$ cat src/rtl/latch_exerciser.sv
// Stimulus driver and checker for an active-low set/reset, inverted-output,
// transparent-high latch cell: paced D/CLK/SETB/RSTB activity with QN checking.
module latch_exerciser #(
  parameter int          NUM_VEC     = 256,
  parameter int          SETUP_CYC   = 2,
  parameter int          PW_CYC      = 2,
  parameter int          HOLD_CYC    = 1,
  parameter int          ASYNC_EVERY = 16,
  parameter logic [15:0] SEED        = 16'hACE1
) (
  input  logic        CLK,
  input  logic        RSTB,
  input  logic        start,
  output logic        cut_d,
  output logic        cut_clk,
  output logic        cut_setb,
  output logic        cut_rstb,
  input  logic        cut_qn,
  output logic        busy,
  output logic        done,
  output logic [15:0] vec_cnt,
  output logic [15:0] err_cnt
);

  localparam logic [3:0] IDLE    = 4'd0;
  localparam logic [3:0] LOAD    = 4'd1;
  localparam logic [3:0] SETUP   = 4'd2;
  localparam logic [3:0] OPEN    = 4'd3;
  localparam logic [3:0] CLOSE   = 4'd4;
  localparam logic [3:0] CHECK   = 4'd5;
  localparam logic [3:0] ASSERT  = 4'd6;
  localparam logic [3:0] RECOVER = 4'd7;
  localparam logic [3:0] FINISH  = 4'd8;

  localparam logic [7:0]  SETUP_LD  = 8'(SETUP_CYC - 1);
  localparam logic [7:0]  PW_LD     = 8'(PW_CYC - 1);
  localparam logic [7:0]  HOLD_LD   = 8'(HOLD_CYC - 1);
  localparam logic [15:0] NUM_VEC_W = 16'(NUM_VEC);
  localparam logic [15:0] ASYNC_W   = 16'(ASYNC_EVERY);

  logic [3:0]  state;
  logic [7:0]  dly;
  logic [15:0] lfsr;
  logic [15:0] lfsr_nxt;
  logic [15:0] vec_nxt;
  logic [15:0] err_nxt;
  logic [15:0] since_async;
  logic        expected;
  logic        set_next;
  logic        mismatch;
  logic        async_hit;

  always_comb begin
    lfsr_nxt  = {lfsr[0] ^ lfsr[2] ^ lfsr[3] ^ lfsr[5], lfsr[15:1]};
    vec_nxt   = vec_cnt + 16'd1;
    err_nxt   = (err_cnt == 16'hFFFF) ? err_cnt : err_cnt + 16'd1;
    mismatch  = (cut_qn != expected);
    async_hit = (ASYNC_EVERY != 0) && ((since_async + 16'd1) == ASYNC_W);
  end

  // The set/reset alternation and the LFSR survive across runs; only RSTB restarts them.
  always_ff @(posedge CLK or negedge RSTB) begin
    if (!RSTB) begin
      state       <= IDLE;
      dly         <= 8'd0;
      lfsr        <= SEED;
      since_async <= 16'd0;
      expected    <= 1'b1;
      set_next    <= 1'b1;
      cut_d       <= 1'b0;
      cut_clk     <= 1'b0;
      cut_setb    <= 1'b1;
      cut_rstb    <= 1'b1;
      busy        <= 1'b0;
      done        <= 1'b0;
      vec_cnt     <= 16'd0;
      err_cnt     <= 16'd0;
    end else begin
      done <= 1'b0;
      case (state)
        IDLE: begin
          if (start) begin
            vec_cnt     <= 16'd0;
            err_cnt     <= 16'd0;
            since_async <= 16'd0;
            busy        <= 1'b1;
            state       <= LOAD;
          end
        end
        LOAD: begin
          lfsr  <= lfsr_nxt;
          cut_d <= lfsr_nxt[0];
          dly   <= SETUP_LD;
          state <= SETUP;
        end
        SETUP: begin
          if (dly == 8'd0) begin
            cut_clk  <= 1'b1;
            expected <= ~cut_d;
            dly      <= PW_LD;
            state    <= OPEN;
          end else begin
            dly <= dly - 8'd1;
          end
        end
        OPEN: begin
          if (dly == 8'd0) begin
            cut_clk <= 1'b0;
            dly     <= HOLD_LD;
            state   <= CLOSE;
          end else begin
            dly <= dly - 8'd1;
          end
        end
        CLOSE: begin
          if (dly == 8'd0) state <= CHECK;
          else             dly   <= dly - 8'd1;
        end
        CHECK: begin
          if (mismatch) err_cnt <= err_nxt;
          vec_cnt <= vec_nxt;
          since_async <= async_hit ? 16'd0 : since_async + 16'd1;
          if (vec_nxt == NUM_VEC_W) begin
            state <= FINISH;
          end else if (async_hit) begin
            if (set_next) begin
              cut_setb <= 1'b0;
              expected <= 1'b0;
            end else begin
              cut_rstb <= 1'b0;
              expected <= 1'b1;
            end
            set_next <= ~set_next;
            dly      <= PW_LD;
            state    <= ASSERT;
          end else begin
            state <= LOAD;
          end
        end
        ASSERT: begin
          if (dly == 8'd0) begin
            if (mismatch) err_cnt <= err_nxt;
            cut_setb <= 1'b1;
            cut_rstb <= 1'b1;
            dly      <= SETUP_LD;
            state    <= RECOVER;
          end else begin
            dly <= dly - 8'd1;
          end
        end
        RECOVER: begin
          if (dly == 8'd0) state <= LOAD;
          else             dly   <= dly - 8'd1;
        end
        FINISH: begin
          busy  <= 1'b0;
          done  <= 1'b1;
          state <= IDLE;
        end
        default: state <= IDLE;
      endcase
    end
  end

endmodule

$ cat config.mk
export PLATFORM = sky130hd
export DESIGN_NAME = latch_exerciser
export DESIGN_NICKNAME = d
export VERILOG_FILES = /design/src/rtl/latch_exerciser.sv
export SDC_FILE = /design/constraint.sdc
export NUM_CORES = 1
export LEC_CHECK = 0
export ABC_AREA = 1
export ABC_CLOCK_PERIOD_IN_PS = 2100
export CORE_ASPECT_RATIO = 0.75
export CORE_UTILIZATION = 42
export CTS_CLUSTER_SIZE = 40
export DETAILED_ROUTE_END_ITERATION = 12
export GPL_TIMING_DRIVEN = 0
export PLACE_DENSITY_LB_ADDON = 0.2
export SYNTH_ARGS = -nofsm -noshare
export SYNTH_HDL_FRONTEND = slang
export SYNTH_SLANG_ARGS = --single-unit
$ cat constraint.sdc
create_clock -name CLK -period 2.1 [get_ports CLK]
set_clock_uncertainty 0.05 [all_clocks]
set_input_delay 0.21 -clock CLK [delete_from_list [all_inputs] [get_ports CLK]]
set_output_delay 0.21 -clock CLK [all_outputs]
set_load 0.005 [all_outputs]
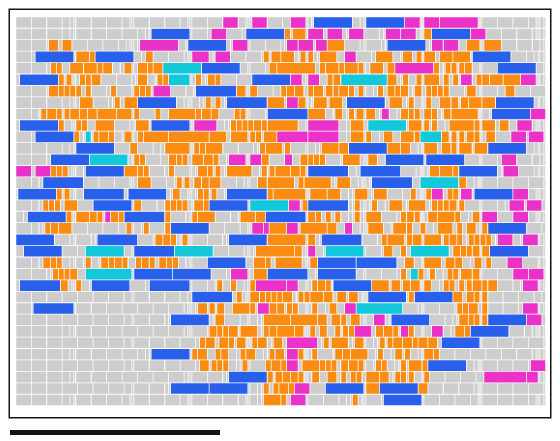
Figure 1: cell classes on the final placement.
The bar under the picture is 50 um long. Fill, decap, tap and diode cells in grey.
| colour | class | cells | share of their area |
|---|---|---|---|
| orange | remaining logic cells | 562 | 49% |
| cyan | clock drivers and dummy loads | 16 | 5.3% |
| blue | registers | 84 | 32% |
| magenta | remaining buffers and delay cells | 85 | 13% |

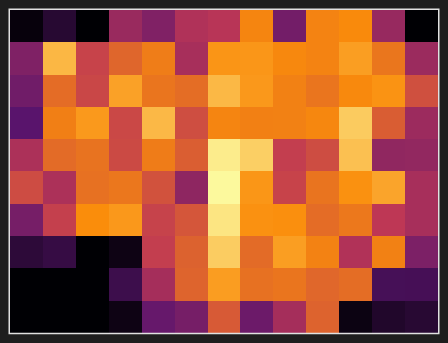
Figure 2: placement density heat map.
13 x 10 tiles, from black (low) to pale yellow (high), 0 to 100% covered.
nearly empty tiles: 7.7%
tiles over 75% full: 20%
fullest tile: 99%

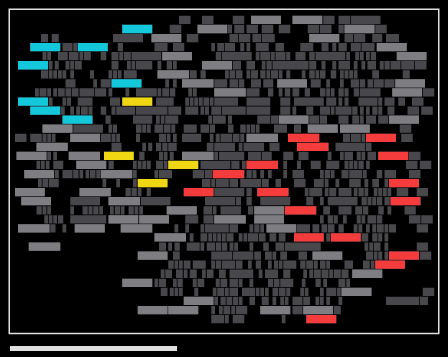
Figure 3: sequential cells coloured by netlist name.
The bar under the picture is 50 um long. Other sequential cells in the stronger grey, the rest of the logic in the fainter grey.
| colour | netlist name | flops |
|---|---|---|
| yellow | state | 4 |
| red | vec_cnt | 16 |
| cyan | dly | 8 |
not coloured: 56

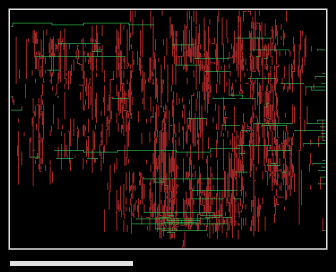
Figure 4: signal wires by layer.
The bar under the picture is 50 um long. Only two layers are drawn.
| colour | layer | wire length |
|---|---|---|
| green | M3 | 757 um |
| red | M2 | 5860 um |
WL per Instance: 14.3 um
WL final: 13.0 mm
Total GRT Usage: 0.211

==> results.txt <==
Clock network area share = 0.0516
Netlist cell types = 47
Most common logic cell in the routed design = nand2_1
Mapped Nets = 669
CTS buffer count = 9
CTS max path bufs = 2
Failing checks = negative setup slack
Combinational share of cell area = 0.437
Clock buffers = 12
Top area contributor share = 0.358
Multi-input gate area = 2980 sq um
Grt ovf = 0
Status = complete, but fails checks
Non-clock inverters = 72
Nets = 751
Asr flop ratio synth = 1.00
FMAX = 459 MHz
FP Rows = 34
Aoi share = 0.111
Post-synth top cells = nand2_1 (190), nor2_1 (73), dfrtp_1 (72)
Yosys chip area = 5030 sq um
Drt drc = 0
Final setup vio count = 10
Tapcells = 162
CP Class = reg -> reg
Starting DRT DRC Count = 364
Fillers = 1025
Final setup margin = -0.0778 ns
## per-layer routing
metal  part of all wire  up-vias  wire length, um  GRT usage
met5                  0        -                0          0
met4              0.014        0              187     0.0570
met3              0.058       16              756     0.0437
met2               0.45      144             5860      0.316
met1               0.48     2225             6200      0.306
li1                   -     2314                -          -
## stage by stage
stage | TNS (ns) | setup WS (ns)
floorplan | 0 | 0.186
global placement | -195.53 | -2.42
detailed placement | -6.20 | -0.326
CTS | 0 | 0.00636
global route | -3.32 | -0.159
finish | -0.178 | -0.0778
## power breakdown
part	internal, mW	total [mW]	switching [mW]	leakage (nW)
Sequential	1.83	2.05	0.221	1.09
Combinational	1.26	3.03	1.77	1.68
Clock	1.23	1.86	0.636	0.173
Total	4.32	6.94	2.62	2.95
## sequential cells by signal, summed over array words and instances (netlist names), 4 cells and up
register	count
err_cnt	16
dly	8
lfsr	16
since_async	16
vec_cnt	16
state	4
## how the worst max path moves through the flow
stage / from / cells after the start / to / slack, ns
floorplan: vec_cnt[0] / 13 / dly[0] / 0.19
global placement: RSTB / 1 / dly[4] / -2.42
detailed placement: since_async[0] / 14 / dly[0] / -0.33
CTS: vec_cnt[3] / 12 / dly[1] / 0.006
global route: since_async[0] / 11 / cut_setb / -0.16
finish: since_async[1] / 11 / cut_setb / -0.08
## what timing repair did
item	CTS	global route
hold endpoints to repair	28	0
resized	32	104
gates cloned	0	4
setup endpoints to repair	49	42
pin swaps	3	52
buffers inserted	5	20
hold buffers	1	0
## critical path: stages, from the launching register on
cell and delay, ns:
dfrtp_2 0.44, ha_4 0.20, nand3_4 0.11, xor2_1 0.29
nand3_1 0.15, nor2_1 0.14, nand3_1 0.11, nor2_4 0.18
nand3_4 0.11, buf_4 0.15, o21ai_1 0.11, nand2_1 0.06
No activity file was given, so power comes from the tool's default toggle rates.
